`src/rtl/counter_sequencer.sv`:
```
// counter_sequencer: sequences a WIDTH-bit up/down counter with
// start/stop/pause control, one-shot or auto-reload operation.
//
// Ports:
//   clk         rising-edge clock
//   res         synchronous active-high reset
//   start       begin a sequence (accepted only in IDLE)
//   stop        abort the sequence, return to IDLE
//   pause       level, freezes the count (RUN <-> HOLD)
//   mode_down   0 = count up 0..limit, 1 = down limit..0
//   auto_reload 1 = reload at terminal and keep running
//   limit       terminal (up) / initial (down) value
//   count       current count
//   cnt_en      count steps by one on the next edge
//   tc          terminal count reached this cycle
//   busy        state is RUN or HOLD
//   done        one-cycle strobe on one-shot completion
//   state       IDLE=0, RUN=1, HOLD=2, DONE=3
//   wraps       (only with CNT_WRAP_COUNT_EN) saturating count of
//               reload events since the last accepted start
//
// Optional feature macro: CNT_WRAP_COUNT_EN
module counter_sequencer #(
   parameter int WIDTH = 3
) (
   input  logic             clk,
   input  logic             res,
   input  logic             start,
   input  logic             stop,
   input  logic             pause,
   input  logic             mode_down,
   input  logic             auto_reload,
   input  logic [WIDTH-1:0] limit,
   output logic [WIDTH-1:0] count,
   output logic             cnt_en,
   output logic             tc,
   output logic             busy,
   output logic             done,
   output logic [1:0]       state
`ifdef CNT_WRAP_COUNT_EN
   ,
   output logic [7:0]       wraps
`endif
);

   typedef enum logic [1:0] {
      S_IDLE = 2'd0,
      S_RUN  = 2'd1,
      S_HOLD = 2'd2,
      S_DONE = 2'd3
   } state_t;

   localparam logic [WIDTH-1:0] ONE = WIDTH'(1);

   state_t           state_q, state_d;
   logic [WIDTH-1:0] count_q, count_d;
   logic [WIDTH-1:0] lim_q, lim_d;
   logic             dir_q, dir_d;
   logic             rel_q, rel_d;

   logic [WIDTH-1:0] term;
   logic [WIDTH-1:0] init;
   logic             at_term;
   logic             accept;

   assign term    = dir_q ? '0 : lim_q;
   assign init    = dir_q ? lim_q : '0;
   assign at_term = (count_q == term);
   assign accept  = (state_q == S_IDLE) && start;

   always_ff @(posedge clk) begin
      if (res) begin
         state_q <= S_IDLE;
         count_q <= '0;
         lim_q   <= '0;
         dir_q   <= 1'b0;
         rel_q   <= 1'b0;
      end else begin
         state_q <= state_d;
         count_q <= count_d;
         lim_q   <= lim_d;
         dir_q   <= dir_d;
         rel_q   <= rel_d;
      end
   end

   always_comb begin
      state_d = state_q;
      count_d = count_q;
      lim_d   = lim_q;
      dir_d   = dir_q;
      rel_d   = rel_q;
      cnt_en  = 1'b0;
      tc      = 1'b0;
      unique case (state_q)
         S_IDLE: begin
            if (start) begin
               lim_d   = limit;
               dir_d   = mode_down;
               rel_d   = auto_reload;
               count_d = mode_down ? limit : '0;
               state_d = S_RUN;
            end
         end
         S_RUN: begin
            if (stop) begin
               state_d = S_IDLE;
            end else if (pause) begin
               state_d = S_HOLD;
            end else if (at_term) begin
               tc = 1'b1;
               if (rel_q) begin
                  count_d = init;
               end else begin
                  state_d = S_DONE;
               end
            end else begin
               cnt_en  = 1'b1;
               count_d = dir_q ? count_q - ONE
                               : count_q + ONE;
            end
         end
         S_HOLD: begin
            if (stop) begin
               state_d = S_IDLE;
            end else if (!pause) begin
               state_d = S_RUN;
            end
         end
         S_DONE: begin
            state_d = S_IDLE;
         end
         default: begin
            state_d = S_IDLE;
         end
      endcase
   end

   assign count = count_q;
   assign state = state_q;
   assign busy  = (state_q == S_RUN) || (state_q == S_HOLD);
   assign done  = (state_q == S_DONE);

`ifdef CNT_WRAP_COUNT_EN
   logic [7:0] wraps_q, wraps_d;

   // tc with rel_q set is exactly a reload event
   always_comb begin
      wraps_d = wraps_q;
      if (accept) begin
         wraps_d = '0;
      end else if (tc && rel_q && (wraps_q != 8'hFF)) begin
         wraps_d = wraps_q + 8'd1;
      end
   end

   always_ff @(posedge clk) begin
      if (res) begin
         wraps_q <= '0;
      end else begin
         wraps_q <= wraps_d;
      end
   end

   assign wraps = wraps_q;
`else
   logic unused_accept;
   assign unused_accept = accept;
`endif

endmodule

```
`config.mk`:
```
export PLATFORM = sky130hd
export DESIGN_NAME = counter_sequencer
export DESIGN_NICKNAME = d
export VERILOG_FILES = /design/src/rtl/counter_sequencer.sv
export SDC_FILE = /design/constraint.sdc
export NUM_CORES = 1
export LEC_CHECK = 0
export CAP_MARGIN = 20
export CORE_AREA = 2 2 54 56
export DETAILED_ROUTE_END_ITERATION = 12
export DIE_AREA = 0 0 56 58
export HOLD_SLACK_MARGIN = 0.12
export MAX_ROUTING_LAYER = met4
export PLACE_DENSITY = 0.49
export SKIP_CTS_REPAIR_TIMING = 1
export SLEW_MARGIN = 20
export SYNTH_ARGS = -nofsm -noshare
export SYNTH_HDL_FRONTEND = slang
export SYNTH_SLANG_ARGS = --single-unit
```
`constraint.sdc`:
```
create_clock -name clk -period 2.5 [get_ports clk]
set_input_delay 0.75 -clock clk [delete_from_list [all_inputs] [get_ports clk]]
set_output_delay 0.75 -clock clk [all_outputs]
set_load 0.05 [all_outputs]
```
run_1/wires.png
Scale: 4 px per um.
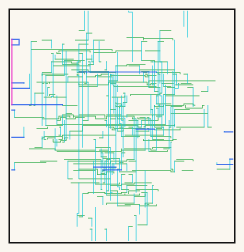
- metal 3: blue (wire length 70.1 um)
- metal 1: green (wire length 937 um)
- metal 4: magenta (wire length 16.3 um)
- metal 2: cyan (wire length 847 um)

run_1/cell_density.png
Scale: 6 px per um. The die is cut into 11 by 12 equal tiles; black is low, pale yellow is high, 0 to 100% covered.
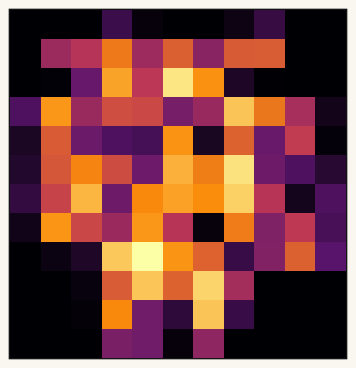
- nearly empty tiles: 28%
- tiles over 75% full: 15%
- mean over tiles: 34%

run_1/io_placement.png
Scale: 6 px per um. Pins as bars across the die edge, other pins in grey.
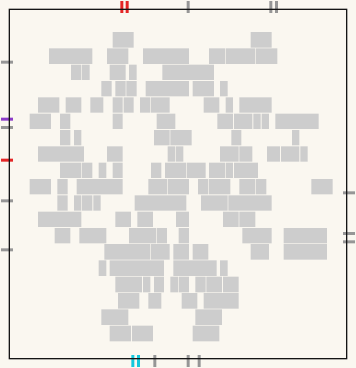
- `state`: cyan (pins 2; direction output; edge bottom)
- `limit`: red (pins 3; direction input; edge 2 top, 1 left)
- `mode_down`: purple (pins 1; direction input; edge left)
- all pins by edge: 6 left, 5 top, 5 bottom, 3 right
die height: 58 um
count of port buffers added during placement: 18
die extent in x: 56 um

[run 1: power by group]
group / internal (mW) / total (mW) / switching (mW)
Sequential: 0.205 / 0.261 / 0.0557
Combinational: 0.307 / 0.747 / 0.439
Clock: 0.0554 / 0.106 / 0.0506
[run 1: cell families after synthesis]
| family | Yosys count |
|---|---|
| AOI/OAI and AO/OA | 30 |
| xor gates and xnor gates | 1 |
| adders and majority gates | 6 |
| buffers and inverters | 11 |
| DFF | 10 |
| muxes | 1 |
| and+or+nand+nor | 34 |
[run 1: Yosys cell counts]
| cell type | n |
|---|---|
| o221ai_2 | 1 |
| nor2b_1 | 4 |
| nand2b_1 | 2 |
| a311oi_1 | 1 |
| o21ai_0 | 3 |
| nand3_1 | 5 |
| or4_1 | 1 |
| o311a_1 | 3 |
| mux2i_1 | 1 |
| or3b_1 | 1 |
| and2_1 | 2 |
| a31o_1 | 3 |
| or3_4 | 1 |
| clkbuf_2 | 1 |
| xor2_1 | 1 |
| inv_1 | 7 |
| o21a_1 | 1 |
| nor3_1 | 6 |
| o211ai_1 | 2 |
| dfxtp_1 | 10 |
| nand2_1 | 9 |
| a211oi_2 | 1 |
| nor2_1 | 3 |
| a211oi_4 | 1 |
| a211o_1 | 1 |
| o31a_1 | 1 |
| fa_1 | 1 |
| clkbuf_1 | 3 |
| a21oi_1 | 11 |
| a211oi_1 | 1 |
| ha_1 | 5 |
[run 1: critical path: cells and delay by family (launching register included)]
kind            cells  cell delay (ns)
buf+inv             1             0.13
compound gates      1             0.32
simple gates        3             0.63
flops               1             0.36
[run 1: metal layers]
layer / vias up / wire length [um] / track usage
met1: 333 / 937 / 0.158
met2: 17 / 846 / 0.205
met4: 0 / 16 / 0.0612
met3: 2 / 70 / 0.0134
met5: - / 0 / -
li1: 391 / - / -
==> impl_metrics.toml, run 1 <==
# generated from flow reports
[place]
dpl.cell_count = 146
place_congestion = 0.748

[logic_synthesis]
syn-num-nets = 109
synth_simple_gate_area_share = 0.236
synthMuxAreaShare = 0.0133
synth_flop_count = 10
yosys-stat-area_um2 = 752
yosys.area.top_type = "dfxtp_1"
synthTopCellsByArea = "dfxtp_1 27%, ha_1 8.3%, a21oi_1 7.3%, nand2_1 4.5%, nor3_1 4.0%"
netlist.area_leader.share = 0.266
ys_sh_xor = 0.0116
synth_compound_gate_area_share = 0.306

[critical_path]
worstSetupStartpointType = "flip-flop"
critPathArrivalTime_ns = 1.70
worstSetupEndpointType = "output port"
rr_endpoint = "count[1]"
path_class = "flip-flop to output port"
worstPathCellList = "nand2_1 -> or3_4 -> a211oi_4 -> and2_4 -> buf_12"
timing.critical_path.slowest_cell_delay_ns = 0.38

[cells_and_area]
final_cell_count_no_fill = 151
seq_share = 0.188
multi_input_comb_cells = 72
layout.area.comb_um2 = 551
layout.cell_area.non_filler_um2 = 1130
final.clkbuf_count = 3
drive_gt1_frac = 0.258
clk_share = 0.0200
post-route-util = 0.424
regArea_um2 = 213
largest_class = "multi-input combinational cells"
layout.cells.most_common_list = "13 x clkdlybuf4s50_1, 11 x a21oi_1, 11 x buf_4"
final_layout_top_logic_cell = "clkdlybuf4s50_1"
final.signal_inverter_count = 7

[floorplan]
core_um2 = 2660

[grt]
gr-total-overflow = 0
grt_first_pass_wirelength_mm = 3.13
initial_antenna_violation_count = 0
globalRouteTotalUtil = 0.126

[flow_run]
cap_viol_max_count = 0
openroad.warnings = 30

[drt]
drc = 0
initialDrtViolationCount = 20
routed-via-count = 743
drt-pass1-iter-count = 4
ant_nets = 0

[final_timing]
finalHoldViolations = 0
final_max_slew_viol_count = 0
post-route-period-util = 0.980
transition_time_at_the_pin_with_the_least_slew_margin_ns = 0.491
grt_setup_unrepaired = "no"
fmaxAchievable_mhz = 408
setup_viol_count_final = 0

[clock_tree]
clockBufferDepth = 2
clk_pin_slew_worst_paths_ns = 0.06
cts_sinks = 10
cts_tree = "yes"
cts.htree.levels = 1

[worst_hold_path]
hold_sp = "lim_q[2]"
hold_path_end = "lim_q[2]"

[power_and_ir_drop]
cellPowerDensity_nw_per_um2 = 987

[run_status]
status = "finished clean"
run_1/placement_by_type.png
Scale: 4 px per um.
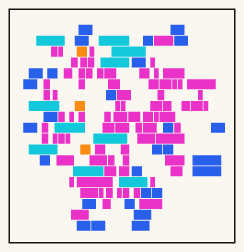

==> run 2: changes to the inputs <==
--- a/config.mk
+++ b/config.mk
@@ -9,6 +9,7 @@
 export CORE_AREA = 2 2 54 56
 export DETAILED_ROUTE_END_ITERATION = 12
 export DIE_AREA = 0 0 56 58
+export GPL_TIMING_DRIVEN = 0
 export HOLD_SLACK_MARGIN = 0.12
 export MAX_ROUTING_LAYER = met4
 export PLACE_DENSITY = 0.49
run_2/placement_by_type.png
Scale: 4 px per um.
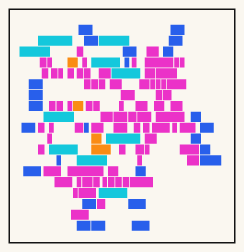
- clock drivers and dummy loads: orange (cells 4)
- combinational and other logic: magenta (cells 79)
- other buffers and delay cells: blue (cells 25)
- flops: cyan (cells 10)

==> impl_metrics.toml, run 2 <==
# generated from flow reports
[final_timing]
post-route-period-util = 1.01
transition_time_at_the_pin_with_the_least_slew_margin_ns = 0.496
setup_viol_count_final = 1
finalHoldViolations = 0
finalWorstSetupSlack_ns = -0.0303

[floorplan]
dieHeight_um = 58
die_width_um = 56

[clock_tree]
clockBufferDepth = 2
clk_pin_slew_worst_paths_ns = 0.07
cts.htree.levels = 1
cts_sinks = 10
cts_tree = "yes"

[place]
dpl.cell_count = 142
place_congestion = 0.766

[logic_synthesis]
synthFlopType = "dfxtp_1"
synth_top_cell_by_count = "a21oi_1"
synth_flop_count = 10
yosys.area.top_type = "dfxtp_1"
edf_count = 0
synthTopCellsByArea = "dfxtp_1 27%, ha_1 8.3%, a21oi_1 7.3%, nand2_1 4.5%, nor3_1 4.0%"
synthTopCellsByCount = "11 x a21oi_1, 10 x dfxtp_1, 9 x nand2_1, 7 x inv_1, 6 x nor3_1"

[critical_path]
critPathArrivalTime_ns = 1.78
worstSetupStartpointType = "flip-flop"

[run_status]
status = "finished, violations left"
failed_checks = "setup timing"

[cells_and_area]
final_layout_top_logic_cell = "clkdlybuf4s50_1"
final_cell_count_no_fill = 149

[grt]
groute.layer.met1.usage = 0.152
globalRouteTotalUtil = 0.119
initial_antenna_violation_count = 0
grt.busiest_layer = "met2"

[drt]
drt-pass1-iter-count = 4
initialDrtViolationCount = 15
ant_nets = 0
routed-via-count = 739

[power_and_ir_drop]
cellPowerDensity_nw_per_um2 = 1040

[flow_run]
cap_viol_max_count = 0
run_2/io_placement.png
Scale: 6 px per um. Pins as bars across the die edge, other pins in grey.
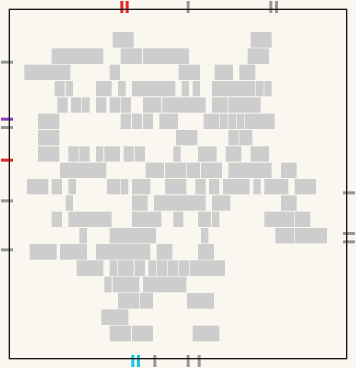
- `mode_down`: purple (pins 1; direction input; edge left)
- `state`: cyan (pins 2; direction output; edge bottom)
- `limit`: red (pins 3; direction input; edge 2 top, 1 left)

[run 2: cell type report]
class / count / area, um^2 / share of cell area
clock buffers: 4 / 36.3 / 0.0331
plain buffers: 3 / 11.3 / 0.0103
repair buffers: 22 / 220 / 0.201
multi-input cells: 72 / 551 / 0.502
well taps: 31 / 38.8 / 0.0354
inverters: 7 / 26.3 / 0.0240
flip-flops and latches: 10 / 213 / 0.194
[run 2: through the flow]
step	total power [mW]	cell area [um^2]	utilization	TNS (ns)
floorplan	0.751	764	-	0
detailed placement	0.920	983	0.369	-2.11
finish	1.14	1100	0.412	-0.0303
global route	1.23	1100	0.412	-0.0776
global placement	0.928	983	0.369	-2.00
CTS	1.07	1020	0.383	-2.09
[run 2: path summary, 6_finish.rpt]
check,start,end
max reg2reg,state[1],state[0]
min reg2reg,rel_q,rel_q
max,lim_q[1],cnt_en
min,rel_q,rel_q
[run 2: where the power goes]
part | switching (mW) | internal (mW) | total (mW)
clock | 0.0591 | 0.0884 | 0.147
sequential | 0.0605 | 0.204 | 0.264
combinational | 0.432 | 0.297 | 0.728
total | 0.551 | 0.589 | 1.14
[run 2: worst max-delay path, stage by stage, from the launching register on]
cell      delay, ns
dfxtp_4        0.36
nor2b_4        0.12
or3_4          0.35
a211oi_4       0.27
buf_4          0.17
nor2b_4        0.03
clkbuf_4       0.20
[run 2: layer usage]
layer  vias to the layer above  wire length, um
met5                         -                0
met4                         0               17
li1                        386                -
met1                       340              905
met2                        11              873
met3                         2               53
[run 2: logic make-up after synthesis]
kind of cell | share of synthesized area
AOI/OAI and AO/OA | 0.306
xor gates and xnor gates | 0.0116
adders and majority gates | 0.110
buffers and inverters | 0.0566
DFF | 0.266
muxes | 0.0133
and+or+nand+nor | 0.236
No activity file was given, so power comes from the tool's default toggle rates.
